**Wire density map**

The die is cut into 15 by 15 equal tiles; black is low, pale yellow is high, scaled to the fullest tile. Values are wire area over tile area, all layers added.
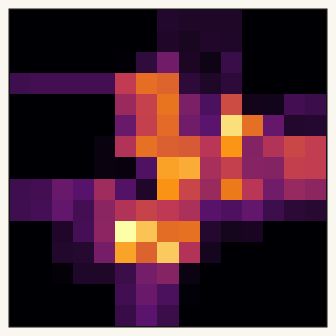
**Logic cells by family**

Scale bar: 20 µm.
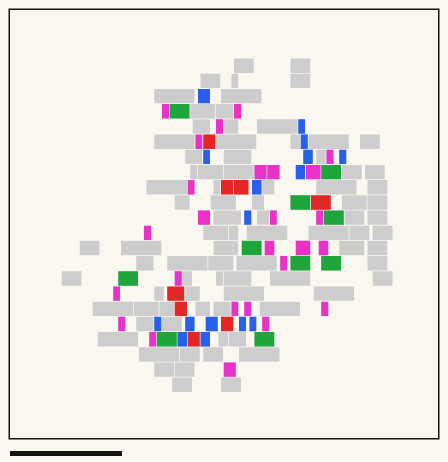
$ cat config.mk
export PLATFORM = sky130hd
export DESIGN_NAME = bus_addr_decode_ctrl_flat
export DESIGN_NICKNAME = d
export VERILOG_FILES = /design/src/rtl/bus_addr_decode_ctrl_if.sv /design/src/rtl/bus_addr_decode_ctrl.sv /design/src/flat_wrapper.sv
export SDC_FILE = /design/constraint.sdc
export NUM_CORES = 1
export LEC_CHECK = 0
export CORE_MARGIN = 8
export CORE_UTILIZATION = 30
export CTS_BUF_LIST = sky130_fd_sc_hd__clkbuf_8
export DETAILED_ROUTE_END_ITERATION = 7
export PLACE_DENSITY = 0.73
export RECOVER_POWER = 100
export SLEW_MARGIN = 30
export SYNTH_ARGS = -nofsm -noshare
export SYNTH_HDL_FRONTEND = slang
export SYNTH_SLANG_ARGS = --single-unit
$ cat constraint.sdc
create_clock -name clk -period 4 [get_ports clk]
set_input_delay 0.4 -clock clk [delete_from_list [all_inputs] [get_ports clk]]
set_output_delay 0.4 -clock clk [all_outputs]
set_load 0.05 [all_outputs]
$ cat src/rtl/bus_addr_decode_ctrl_if.sv
// Bus between the master, the address decoder and the slave bank.
// The decoder uses the slave modport; the master/slave environment uses the master modport.
interface bus_addr_decode_ctrl_if #(
    parameter int unsigned ADDR_W     = 32,
    parameter int unsigned SEL_W      = 2,
    parameter int unsigned NUM_SLAVES = 4
);
    logic                  m_valid;
    logic [ADDR_W-1:0]     m_addr;
    logic                  m_ready;
    logic                  m_err;
    logic [NUM_SLAVES-1:0] slave_en;
    logic [NUM_SLAVES-1:0] slave_ready;
    logic [SEL_W-1:0]      slave_output_sel;

    modport slave (
        input  m_valid,
        input  m_addr,
        input  slave_ready,
        output m_ready,
        output m_err,
        output slave_en,
        output slave_output_sel
    );

    modport master (
        output m_valid,
        output m_addr,
        output slave_ready,
        input  m_ready,
        input  m_err,
        input  slave_en,
        input  slave_output_sel
    );
endinterface

$ cat src/rtl/bus_addr_decode_ctrl.sv
// Registered address decoder front-end: one-hot slave enable, read-mux select,
// ready return, and error completion for unmapped regions or slave timeouts.
module bus_addr_decode_ctrl #(
    parameter int unsigned ADDR_W     = 32,
    parameter int unsigned SEL_W      = 2,
    parameter int unsigned NUM_SLAVES = 4,
    parameter int unsigned TIMEOUT    = 16
) (
    input  logic                  clk,
    input  logic                  reset,
    bus_addr_decode_ctrl_if.slave bus,
    output logic                  busy,
    output logic [7:0]            err_count
);
    localparam int unsigned CNT_W = $clog2(TIMEOUT + 1);
    localparam int unsigned REG_W = SEL_W + 1;

    typedef enum logic [1:0] {
        IDLE   = 2'd0,
        ACTIVE = 2'd1,
        ERR    = 2'd2
    } state_t;

    state_t                state;
    state_t                state_next;
    logic [SEL_W-1:0]      region_c;
    logic                  mapped_c;
    logic                  hit_c;
    logic                  timeout_c;
    logic                  m_ready_c;
    logic                  m_err_c;
    logic                  unused_c;
    logic [NUM_SLAVES-1:0] slave_en_q;
    logic [SEL_W-1:0]      sel_q;
    logic [CNT_W-1:0]      cnt_q;
    logic [7:0]            err_count_q;

    assign region_c  = bus.m_addr[ADDR_W-1 -: SEL_W];
    assign mapped_c  = {1'b0, region_c} < REG_W'(NUM_SLAVES);
    // slave_en_q is one-hot while ACTIVE, so this picks slave_ready[r] only
    assign hit_c     = |(bus.slave_ready & slave_en_q);
    assign timeout_c = (cnt_q == CNT_W'(TIMEOUT - 1));
    assign unused_c  = ^bus.m_addr;

    // State register
    always_ff @(posedge clk) begin
        if (reset) begin
            state <= IDLE;
        end else begin
            state <= state_next;
        end
    end

    // Next-state logic; ready beats a coincident timeout
    always_comb begin
        state_next = state;
        case (state)
            IDLE: begin
                if (bus.m_valid) begin
                    state_next = mapped_c ? ACTIVE : ERR;
                end
            end
            ACTIVE: begin
                if (hit_c) begin
                    state_next = IDLE;
                end else if (timeout_c) begin
                    state_next = ERR;
                end
            end
            ERR:     state_next = IDLE;
            default: state_next = IDLE;
        endcase
    end

    // Completion decode
    always_comb begin
        m_ready_c = 1'b0;
        m_err_c   = 1'b0;
        case (state)
            ACTIVE:  m_ready_c = hit_c;
            ERR: begin
                m_ready_c = 1'b1;
                m_err_c   = 1'b1;
            end
            default: ;
        endcase
    end

    // Enable, select, timeout counter and error counter
    always_ff @(posedge clk) begin
        if (reset) begin
            slave_en_q  <= '0;
            sel_q       <= '0;
            cnt_q       <= '0;
            err_count_q <= '0;
        end else begin
            case (state)
                IDLE: begin
                    cnt_q <= '0;
                    if (bus.m_valid) begin
                        sel_q      <= region_c;
                        slave_en_q <= mapped_c ? (NUM_SLAVES'(1) << region_c) : '0;
                    end
                end
                ACTIVE: begin
                    if (hit_c || timeout_c) begin
                        slave_en_q <= '0;
                        cnt_q      <= '0;
                    end else begin
                        cnt_q <= cnt_q + CNT_W'(1);
                    end
                end
                ERR: begin
                    if (err_count_q != 8'hFF) begin
                        err_count_q <= err_count_q + 8'd1;
                    end
                end
                default: ;
            endcase
        end
    end

    assign bus.m_ready          = m_ready_c;
    assign bus.m_err            = m_err_c;
    assign bus.slave_en         = slave_en_q;
    assign bus.slave_output_sel = sel_q;
    assign busy                 = (state != IDLE);
    assign err_count            = err_count_q;
endmodule

$ cat src/flat_wrapper.sv
// flat-port wrapper written by rule: the top's interface ports become plain ports
module bus_addr_decode_ctrl_flat 
#(
    parameter int unsigned ADDR_W     = 32,
    parameter int unsigned SEL_W      = 2,
    parameter int unsigned NUM_SLAVES = 4,
    parameter int unsigned TIMEOUT    = 16
)
  (clk, reset, busy, err_count, bus_m_valid, bus_m_addr, bus_slave_ready, bus_m_ready, bus_m_err, bus_slave_en, bus_slave_output_sel);
  bus_addr_decode_ctrl_if #(.ADDR_W(ADDR_W), .SEL_W(SEL_W), .NUM_SLAVES(NUM_SLAVES)) bus_i ();
  input  logic clk;
  input  logic reset;
  output logic busy;
  output logic [7:0] err_count;
  input wire logic [$bits(bus_i.m_valid)-1:0] bus_m_valid;
  input wire logic [$bits(bus_i.m_addr)-1:0] bus_m_addr;
  input wire logic [$bits(bus_i.slave_ready)-1:0] bus_slave_ready;
  output wire logic [$bits(bus_i.m_ready)-1:0] bus_m_ready;
  output wire logic [$bits(bus_i.m_err)-1:0] bus_m_err;
  output wire logic [$bits(bus_i.slave_en)-1:0] bus_slave_en;
  output wire logic [$bits(bus_i.slave_output_sel)-1:0] bus_slave_output_sel;
  assign bus_i.m_valid = bus_m_valid;
  assign bus_i.m_addr = bus_m_addr;
  assign bus_i.slave_ready = bus_slave_ready;
  assign bus_m_ready = bus_i.m_ready;
  assign bus_m_err = bus_i.m_err;
  assign bus_slave_en = bus_i.slave_en;
  assign bus_slave_output_sel = bus_i.slave_output_sel;
  bus_addr_decode_ctrl #(.ADDR_W(ADDR_W), .SEL_W(SEL_W), .NUM_SLAVES(NUM_SLAVES), .TIMEOUT(TIMEOUT)) u_core (.clk(clk), .reset(reset), .bus(bus_i), .busy(busy), .err_count(err_count));
endmodule
==> changes_impl.md <==
## Implementation

* Starting utilization of the core area at 30.6%
* Via count of the first global-routing pass at 792
* Quantity of hold-fixing buffers added after cts at 0
* Post-synth seq share at 38.1%
* Endpoint of the lowest-slack register-to-register path: u_core.bus.slave_en[0]$_SDFFE_PP0P_
* Crit start category: input port
* Cell leakage power at 0.616 nW
* Switching Power at 0.150 mW
* Synthesis-stage register bit count at 21
* All-layer global routing usage at 7.06%
* Worst hold start: u_core.bus.slave_output_sel[0]$_SDFFE_PP0P_
* Clock tree from TritonCTS: yes
* Clock group share of total power at 28.5%
* Result of the run: finished clean
* Clk tree area frac at 3.46%
* Total number of clock tree sinks at 21
* Min cycle time layout at 2.59 ns
* Initial antenna violation count at 0
* Capture endpoint of the worst hold path: u_core.bus.slave_output_sel[0]$_SDFFE_PP0P_
* Count of multi-input combinational gates at 90
* Number of DRC violations after detailed routing at 0
* Top cell type by total area after synthesis: dfxtp_1
* Switching share of power at 30.5%
* Worst path slowest cell: dlygate4sd3_1
* Number of inserted filler cells in the final layout at 366
* Area of the core at 3610 µm²
* Clock transition at path regs at 0.07 ns
* Port bufs at 25
* Synth async-reset ratio at 0%
Notes on 'wire density map' above:
densest ninth of the die: center
tiles over half the peak: 15%
mean over tiles: 0.059
fullest tile: 0.32
emptiest ninth of the die: lower right
nearly empty tiles: 44%
routed wire length per instance: 11.2 µm
Via Count: 878

Notes on 'logic cells by family' above:
| family | color | cells |
|---|---|---|
| nor cells | magenta | 26 |
| nand cells | blue | 16 |
| and/or cells | red | 8 |
| mux cells | green | 10 |

-- metal layers --
metal | track usage (%) | wire (µm) | vias up | share of wire (%)
met5 | 0 | 0 | - | 0
met4 | 3.46 | 19 | 0 | 0.88
met3 | 3.07 | 146 | 2 | 6.8
met2 | 11.2 | 979 | 15 | 45
met1 | 7.88 | 1010 | 393 | 47
li1 | - | - | 468 | -
-- worst max-delay path: cells and delay by family --
kind | cells | cell delay [ns]
AND/OR/NAND/NOR | 2 | 0.16
AND-OR/OR-AND | 2 | 0.45
buffers and inverters | 2 | 1.17
-- power groups by stage --
stage | clock (mW) | combinational [mW] | sequential, mW
6_report | 0.140 | 0.123 | 0.227
4_1_cts | 0.147 | 0.134 | 0.227
3_5_place_dp | 0 | 0.133 | 0.232
2_1_floorplan | 0 | 0.0913 | 0.246
5_1_grt | 0.151 | 0.133 | 0.228
3_3_place_gp | 0 | 0.131 | 0.232
-- metrics by stage --
stage | worst slack [ns] | power (mW) | cells | utilization [%]
after floorplan | 1.84 | 0.338 | 119 | -
after global placement | 1.40 | 0.363 | 188 | 38.3
after detailed placement | 1.42 | 0.365 | 188 | 38.3
after CTS | 1.39 | 0.508 | 192 | 39.7
after global routing | 1.29 | 0.513 | 192 | 39.1
final | 1.41 | 0.490 | 192 | 39.1
-- sequential cells by signal, summed over array words and instances (netlist names) --
| register | flops |
|---|---|
| u_core.state | 2 |
| u_core.err_count | 8 |
| u_core.cnt_q | 5 |
| u_core.bus.slave_output_sel | 2 |
| u_core.bus.slave_en | 4 |
-- cells by family after synthesis --
group | synth area share (%)
AND-OR/OR-AND | 13.4
multiplexers | 9.08
flip-flops | 38.1
XOR/XNOR | 4.77
buffers and inverters | 4.09
AND/OR/NAND/NOR | 22.6
adder cells (fa/ha/maj) | 7.95
Power is estimated from default activity; no workload was simulated.
